[src/rtl/seven_seg_scan.sv]
// rtl/seven_seg_scan.sv - time-multiplexed hex 7-segment scan driver
// Shadowed value/dp/blank, per-slot dead-time, leading-zero suppression, registered pin drive.
module seven_seg_scan #(
    parameter int DIGITS         = 4,
    parameter int SCAN_DIV       = 50000,
    parameter int BLANK_CYCLES   = 2,
    parameter int SEG_ACTIVE_LOW = 1,
    parameter int AN_ACTIVE_LOW  = 1,
    localparam int IDX_W = (DIGITS > 1) ? $clog2(DIGITS) : 1,
    localparam int CNT_W = (SCAN_DIV > 1) ? $clog2(SCAN_DIV) : 1
) (
    input  logic                  clk,
    input  logic                  rst,
    input  logic [4*DIGITS-1:0]   value,
    input  logic [DIGITS-1:0]     dp,
    input  logic [DIGITS-1:0]     blank,
    input  logic                  lz_en,
    input  logic                  load,
    output logic [6:0]            seg,
    output logic                  dp_out,
    output logic [DIGITS-1:0]     an,
    output logic [IDX_W-1:0]      digit_idx
);

    // XOR masks that turn logical "lit/selected" into physical pin levels
    localparam logic [6:0]        SEG_OFF = (SEG_ACTIVE_LOW != 0) ? 7'h7F : 7'h00;
    localparam logic              DP_OFF  = (SEG_ACTIVE_LOW != 0);
    localparam logic [DIGITS-1:0] AN_OFF  = {DIGITS{(AN_ACTIVE_LOW != 0)}};

    logic [4*DIGITS-1:0] value_q, value_d;
    logic [DIGITS-1:0]   dp_q, dp_d;
    logic [DIGITS-1:0]   blank_q, blank_d;
    logic [CNT_W-1:0]    cnt_q, cnt_d;
    logic [IDX_W-1:0]    idx_q, idx_d;
    logic [6:0]          seg_q, seg_d;
    logic                dp_out_q, dp_out_d;
    logic [DIGITS-1:0]   an_q, an_d;

    logic [DIGITS-1:0]   lz_dark;
    logic                upper_zero;
    logic [3:0]          nib;
    logic                dp_sel;
    logic                dark;
    logic                in_slot;
    logic [6:0]          seg_lit;
    logic                dp_lit;
    logic [DIGITS-1:0]   an_lit;

    function automatic logic [6:0] hex_to_seg(input logic [3:0] n);
        logic [6:0] s;
        case (n)
            4'h0: s = 7'b0111111;
            4'h1: s = 7'b0000110;
            4'h2: s = 7'b1011011;
            4'h3: s = 7'b1001111;
            4'h4: s = 7'b1100110;
            4'h5: s = 7'b1101101;
            4'h6: s = 7'b1111101;
            4'h7: s = 7'b0000111;
            4'h8: s = 7'b1111111;
            4'h9: s = 7'b1101111;
            4'hA: s = 7'b1110111;
            4'hB: s = 7'b1111100;
            4'hC: s = 7'b0111001;
            4'hD: s = 7'b1011110;
            4'hE: s = 7'b1111001;
            default: s = 7'b1110001;
        endcase
        return s;
    endfunction

    always_comb begin
        value_d = load ? value : value_q;
        dp_d    = load ? dp    : dp_q;
        blank_d = load ? blank : blank_q;

        cnt_d = cnt_q + 1'b1;
        idx_d = idx_q;
        if (cnt_q == CNT_W'(SCAN_DIV - 1)) begin
            cnt_d = '0;
            idx_d = (idx_q == IDX_W'(DIGITS - 1)) ? '0 : idx_q + 1'b1;
        end

        // A digit is a suppressed leading zero when it and every digit above it are zero
        upper_zero = 1'b1;
        lz_dark    = '0;
        for (int i = DIGITS - 1; i >= 0; i--) begin
            upper_zero = upper_zero & (value_q[4*i +: 4] == 4'h0);
            lz_dark[i] = lz_en & upper_zero & (i != 0);
        end

        nib    = 4'h0;
        dp_sel = 1'b0;
        dark   = 1'b1;
        an_lit = '0;
        for (int i = 0; i < DIGITS; i++) begin
            if (idx_q == IDX_W'(i)) begin
                nib       = value_q[4*i +: 4];
                dp_sel    = dp_q[i];
                dark      = blank_q[i] | lz_dark[i];
                an_lit[i] = 1'b1;
            end
        end

        in_slot = (cnt_q >= CNT_W'(BLANK_CYCLES));
        if (!in_slot) begin
            an_lit = '0;
        end
        seg_lit = (in_slot && !dark) ? hex_to_seg(nib) : 7'h00;
        dp_lit  = in_slot & ~dark & dp_sel;

        seg_d    = seg_lit ^ SEG_OFF;
        dp_out_d = dp_lit ^ DP_OFF;
        an_d     = an_lit ^ AN_OFF;
    end

    always_ff @(posedge clk) begin
        if (rst) begin
            value_q  <= '0;
            dp_q     <= '0;
            blank_q  <= '0;
            cnt_q    <= '0;
            idx_q    <= '0;
            seg_q    <= SEG_OFF;
            dp_out_q <= DP_OFF;
            an_q     <= AN_OFF;
        end else begin
            value_q  <= value_d;
            dp_q     <= dp_d;
            blank_q  <= blank_d;
            cnt_q    <= cnt_d;
            idx_q    <= idx_d;
            seg_q    <= seg_d;
            dp_out_q <= dp_out_d;
            an_q     <= an_d;
        end
    end

    assign seg       = seg_q;
    assign dp_out    = dp_out_q;
    assign an        = an_q;
    assign digit_idx = idx_q;

endmodule

[config.mk]
export PLATFORM = sky130hd
export DESIGN_NAME = seven_seg_scan
export DESIGN_NICKNAME = d
export VERILOG_FILES = /design/src/rtl/seven_seg_scan.sv
export SDC_FILE = /design/constraint.sdc
export NUM_CORES = 1
export LEC_CHECK = 0
export CAP_MARGIN = 10
export CORE_AREA = 5 5 78 109
export DETAILED_ROUTE_END_ITERATION = 6
export DIE_AREA = 0 0 83 114
export MAX_ROUTING_LAYER = met4
export SLEW_MARGIN = 20
export SYNTH_ARGS = -nofsm -noshare
export SYNTH_HDL_FRONTEND = slang
export SYNTH_SLANG_ARGS = --single-unit
[constraint.sdc]
create_clock -name clk -period 3.9 [get_ports clk]
set_input_delay 1.17 -clock clk [delete_from_list [all_inputs] [get_ports clk]]
set_output_delay 1.17 -clock clk [all_outputs]
set_load 0.005 [all_outputs]
Fig. 1: run 1, M1 wires
Supply wires on this layer in grey.
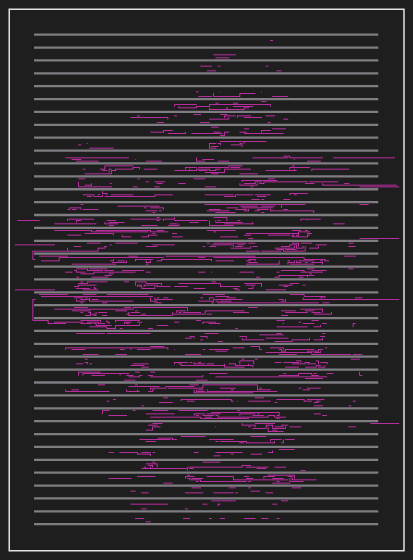
- nets with wire on the layer: 317
- share of all routed wire: 40%
M1 GR Usage: 12.7%
WL final: 5710 um
vias: 1969

Fig. 2: run 1, where the registers sit
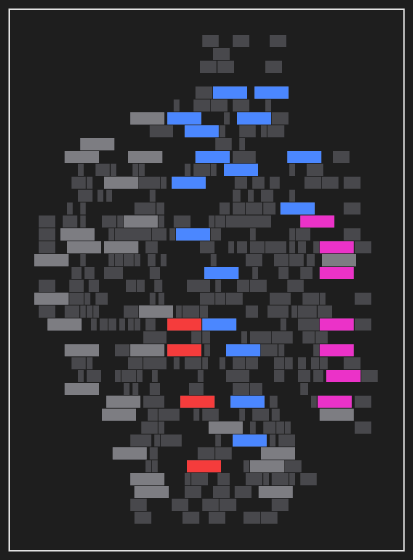
- blank_q: red (flops 4)
- seg: magenta (flops 7; where east)
- value_q: blue (flops 16)
- not coloured: 27

==> results_dict.tcl, run 1 <==
# collected from the flow reports
set metrics [dict create \
    status "complete, no violations" \
    yosys_warnings 0 \
    nets 351 \
    finalSetupViolCount 0 \
    sh_seq_area_pct 35.0 \
    leakagePower_nw 1.19 \
    flops 54 \
    cp-end-kind "flip-flop" \
    clkLatencyLatePin_ns 0.30 \
    synthTopLogicFamily "simple AND/OR/NAND/NOR gates" \
    worst-path-buf-inv 2 \
    logic_gate_count 198 \
    drive_above_1_share_pct 4.49 \
    combPwrFrac_pct 13.0 \
    clock_area_share_pct 2.95 \
    buffers 43 \
    power.group.top "sequential cells" \
    final_cells 412 \
    yosysChipArea_um2 2520 \
    h-tree-depth 2 \
    hold_violations 0 \
    placed_cells 404 \
    grt_pass1_vias 1980 \
    synth.area.mux_share_pct 10.8 \
    finalSetupTns_ns 0 \
    fmax_ghz 0.395 \
    logic_area_um2 1340 \
    coreArea_um2 7510 \
    wl_met3_um 149 \
    final_area_um2 3090 \
    inverters 9 \
    num-fill-cells 832 \
    synth_cell_types 44 \
    drcViolationCount 0 \
    highest_layer "met4" \
    cts-root-buf "clkbuf_8" \
    grt_antenna_before_repair 0 \
    antenna_cells 0 \
    synthFlopType "dfxtp_1" \
    r2r-end "seg[0]$_SDFF_PP1_" \
    wl_per_cell_um 13.9 \
    rr_worst_depth 9 \
    critPathSlowestCell "ha_1" \
    r2r_setup_slack_ns 1.37 \
    post_cts_buffers 0 \
    fa_ha_area_share_pct 5.96 \
    grt_use_total_pct 12.7 \
    hold-worst-slack_ns 0.489 \
    maxSlewHeadroom_pct 41.1 \
    crit_type "reg -> reg" \
    syn-instance-count 274 \
    drtIter0Drc 100 \
    cts_tree "yes" \
    critPathLaunch "digit_idx[0]$_SDFFE_PP0P_" \
    fin_ws_ns 1.37 \
    cts.clk_slew.worst_paths_ns 0.09 \
    fp_util_pct 33.5 \
    final-nonclk-buf-share_pct 13.8 \
    cts-resized-gates 0 \
    edf_count 0 \
    cts_buffer_depth 2 \
    grt_max_degree 29 \
    area_growth_pct 22.8 \
    top_cell_area_share_pct 42.9 \
    p_int_w 0.000797 \
    stage_log_warnings 35 \
    met2WireLength_um 3180 \
    die_y_um 114 \
    hold_depth 1 \
    vdd_drop_max_mv 0.140 \
    grt.overflow.total 0 \
    busiest_layer "met2" \
    numPortBuffers 41 \
    post-route-util_pct 41.2 \
    power_frac_clock_pct 30.4 \
    top_area_cell "dfxtp_1" \
    critPathRequiredTime_ns 4.09 \
    hp-class "reg -> reg" \
    first_pass_iters 4 \
    start_kind "flip-flop" \
    wl_met1_um 2290 \
    holdBufCountCts 0 \
    maxSlewViolCount 0 \
    cp.arrival_ns 2.73 \
    die_area_um2 9460 \
    place_ws_ns 1.14 \
    fin_crit_sh_pct 64.9 \
    gp_congestion 0.843 \
    synth_area_um2 2520 \
    period_minus_slack_ns 2.53 \
    seq_cell_power_w 0.000592 \
    rsz0062_at_grt "false" \
    ys_sh_simple_pct 23.8 \
    min_to "cnt_q[0]$_SDFF_PP0_" \
    maxCapViolCount 0 \
    hpwl_um 4370 \
    p_sw_share_pct 23.8 \
]
Fig. 3: run 1, gate families picked out
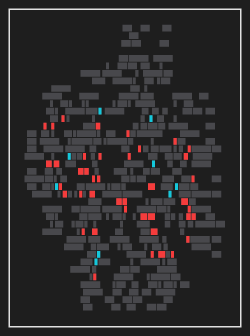
- inverters: cyan (cells 9)
- NAND gates: red (cells 41)
Commonest Layout Cell: dfxtp_1
logic share of the area: 43.2%

Fig. 4: run 1, clock routing
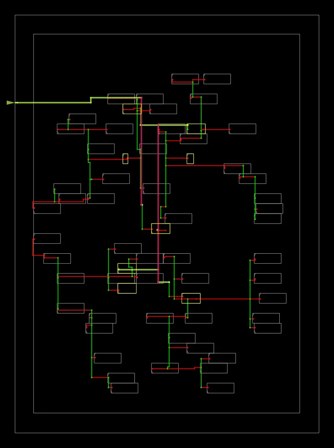
worst-case clock skew: 0.00610 ns
clock buf count: 7
clk pwr: 0.000319 W
CTS Buf Count: 5

==> run 1 -> run 2 <==
==> constraint.sdc (replaced) <==
create_clock -name clk -period 2.25 [get_ports clk]
set_input_delay 0.675 -clock clk [delete_from_list [all_inputs] [get_ports clk]]
set_output_delay 0.675 -clock clk [all_outputs]
set_load 0.005 [all_outputs]
Fig. 5: run 2, gate families picked out
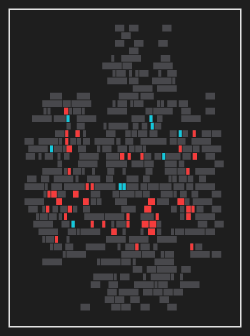
- NAND gates: red (cells 41)
- inverters: cyan (cells 9; where centre)

Fig. 6: run 2, where the registers sit
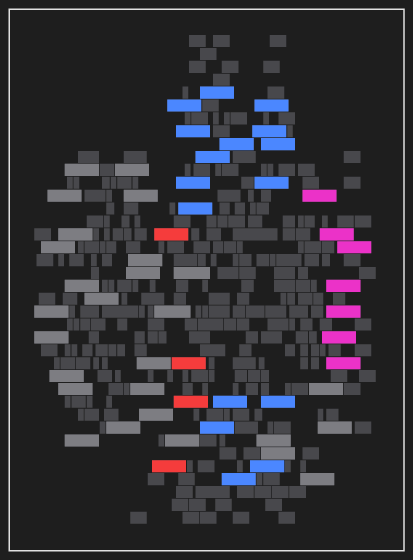
- blank_q: red (flops 4)
- value_q: blue (flops 16)
- seg: magenta (flops 7; where east)
- not coloured: 27

==> results_dict.tcl, run 2 <==
# collected from the flow reports
set metrics [dict create \
    status "complete, no violations" \
    rows 38 \
    crit_type "reg -> reg" \
    routed_wl_um 5840 \
    critPathSlowestCell "a221o_2" \
    finalSetupViolCount 0 \
    highest_layer "met4" \
    comb_share_pct 41.6 \
    skew_ns 0.00942 \
    grt.overflow.total 0 \
    nClkBuffers 7 \
    postSynthSeqShare_pct 42.9 \
    power_frac_clock_pct 31.5 \
    maxSlewHeadroom_pct 71.3 \
    combPwrFrac_pct 13.7 \
    maxSlewViolCount 0 \
    r2r_setup_slack_ns 0.14 \
    xor_share_pct 5.22 \
    r2r-end "seg[3]$_SDFF_PP1_" \
    h-tree-depth 2 \
    pg_clk_w 0.000591 \
    hold-worst-slack_ns 0.477 \
    p_int_w 0.00143 \
    post-synth-top-count-cell "dfxtp_1" \
    die_y_um 114 \
    drcViolationCount 0 \
    synthTopLogicFamily "simple AND/OR/NAND/NOR gates" \
    die_area_um2 9460 \
    busiest_layer "met2" \
    drive_above_1_share_pct 11.6 \
    wl_met3_um 166 \
    hpwl_um 4510 \
    period_minus_slack_ns 2.11 \
    ys_sh_simple_pct 23.8 \
    power_frac_seq_pct 54.8 \
    stage_log_warnings 35 \
    gp_congestion 0.849 \
    slowest_delay_ns 0.42 \
    sh_seq_area_pct 33.3 \
    drtIter0Drc 136 \
    final_area_um2 3250 \
    rr_worst_depth 10 \
    yosysChipArea_um2 2520 \
    fmax_ghz 0.473 \
    place_ws_ns 0.0242 \
    synthFlopType "dfxtp_1" \
    ys_sh_aoi_pct 7.31 \
    final_cells 427 \
    leakagePower_nw 1.28 \
    wl_met1_um 2390 \
    power.group.top "sequential cells" \
    hp-class "reg -> reg" \
    numPortBuffers 41 \
    placed_cells 419 \
    area_growth_pct 29.2 \
    inverters 9 \
    cp-end-kind "flip-flop" \
    first_pass_iters 5 \
    synth_flops 54 \
    ys_top_cells_by_area "dfxtp_1 (43%), mux2i_1 (10%), nor2_1 (7.8%)" \
    nets 366 \
    post_cts_buffers 0 \
    min_to "cnt_q[0]$_SDFF_PP0_" \
    yosys_warnings 0 \
    hold_violations 0 \
    grt_antenna_before_repair 0 \
    flops 54 \
    critPathLaunch "digit_idx[1]$_SDFFE_PP0P_" \
    clkLatencyLatePin_ns 0.30 \
    grt_pass1_vias 2052 \
    syn-instance-count 274 \
    tap_cells 100 \
    critPathRequiredTime_ns 2.49 \
    cts_buffers 5 \
    num-fill-cells 787 \
    grt_max_degree 29 \
    vdd_drop_max_mv 0.297 \
    synth_area_um2 2520 \
    top_area_cell "dfxtp_1" \
    seq_cell_power_w 0.00103 \
    synth_cell_types 44 \
    post-route-util_pct 43.3 \
    fp_util_pct 33.5 \
    cts-root-buf "clkbuf_8" \
    logic_gate_count 198 \
    grt_pass1_wl_um 9610 \
    rsz0062_at_grt "false" \
    finalSetupTns_ns 0 \
    vias 2031 \
    fin_ws_ns 0.135 \
    hold_depth 1 \
    cts_tree "yes" \
    grt_use_total_pct 13.0 \
    wl_per_cell_um 13.7 \
    buffers 58 \
    worst-path-buf-inv 3 \
    syn_area_per_cell_um2 9.19 \
    cp.arrival_ns 2.35 \
    final-nonclk-buf-share_pct 16.9 \
    grt_use_met1_pct 13.4 \
    logic_area_um2 1350 \
    cts_buffer_depth 2 \
    start_kind "flip-flop" \
    cts.clk_slew.worst_paths_ns 0.09 \
    cts-resized-gates 0 \
    p_sw_share_pct 23.6 \
    io_pins 42 \
    maxCapViolCount 0 \
    met2WireLength_um 3250 \
    top_cell_area_share_pct 42.9 \
    ant_nets 0 \
    fin_crit_sh_pct 94.0 \
    fa_ha_area_share_pct 5.96 \
    clock_area_share_pct 3.23 \
    coreArea_um2 7510 \
    edf_count 0 \
    holdBufCountCts 0 \
    antenna_cells 0 \
    synth.area.mux_share_pct 10.8 \
]
Power and IR drop assume default switching activity.
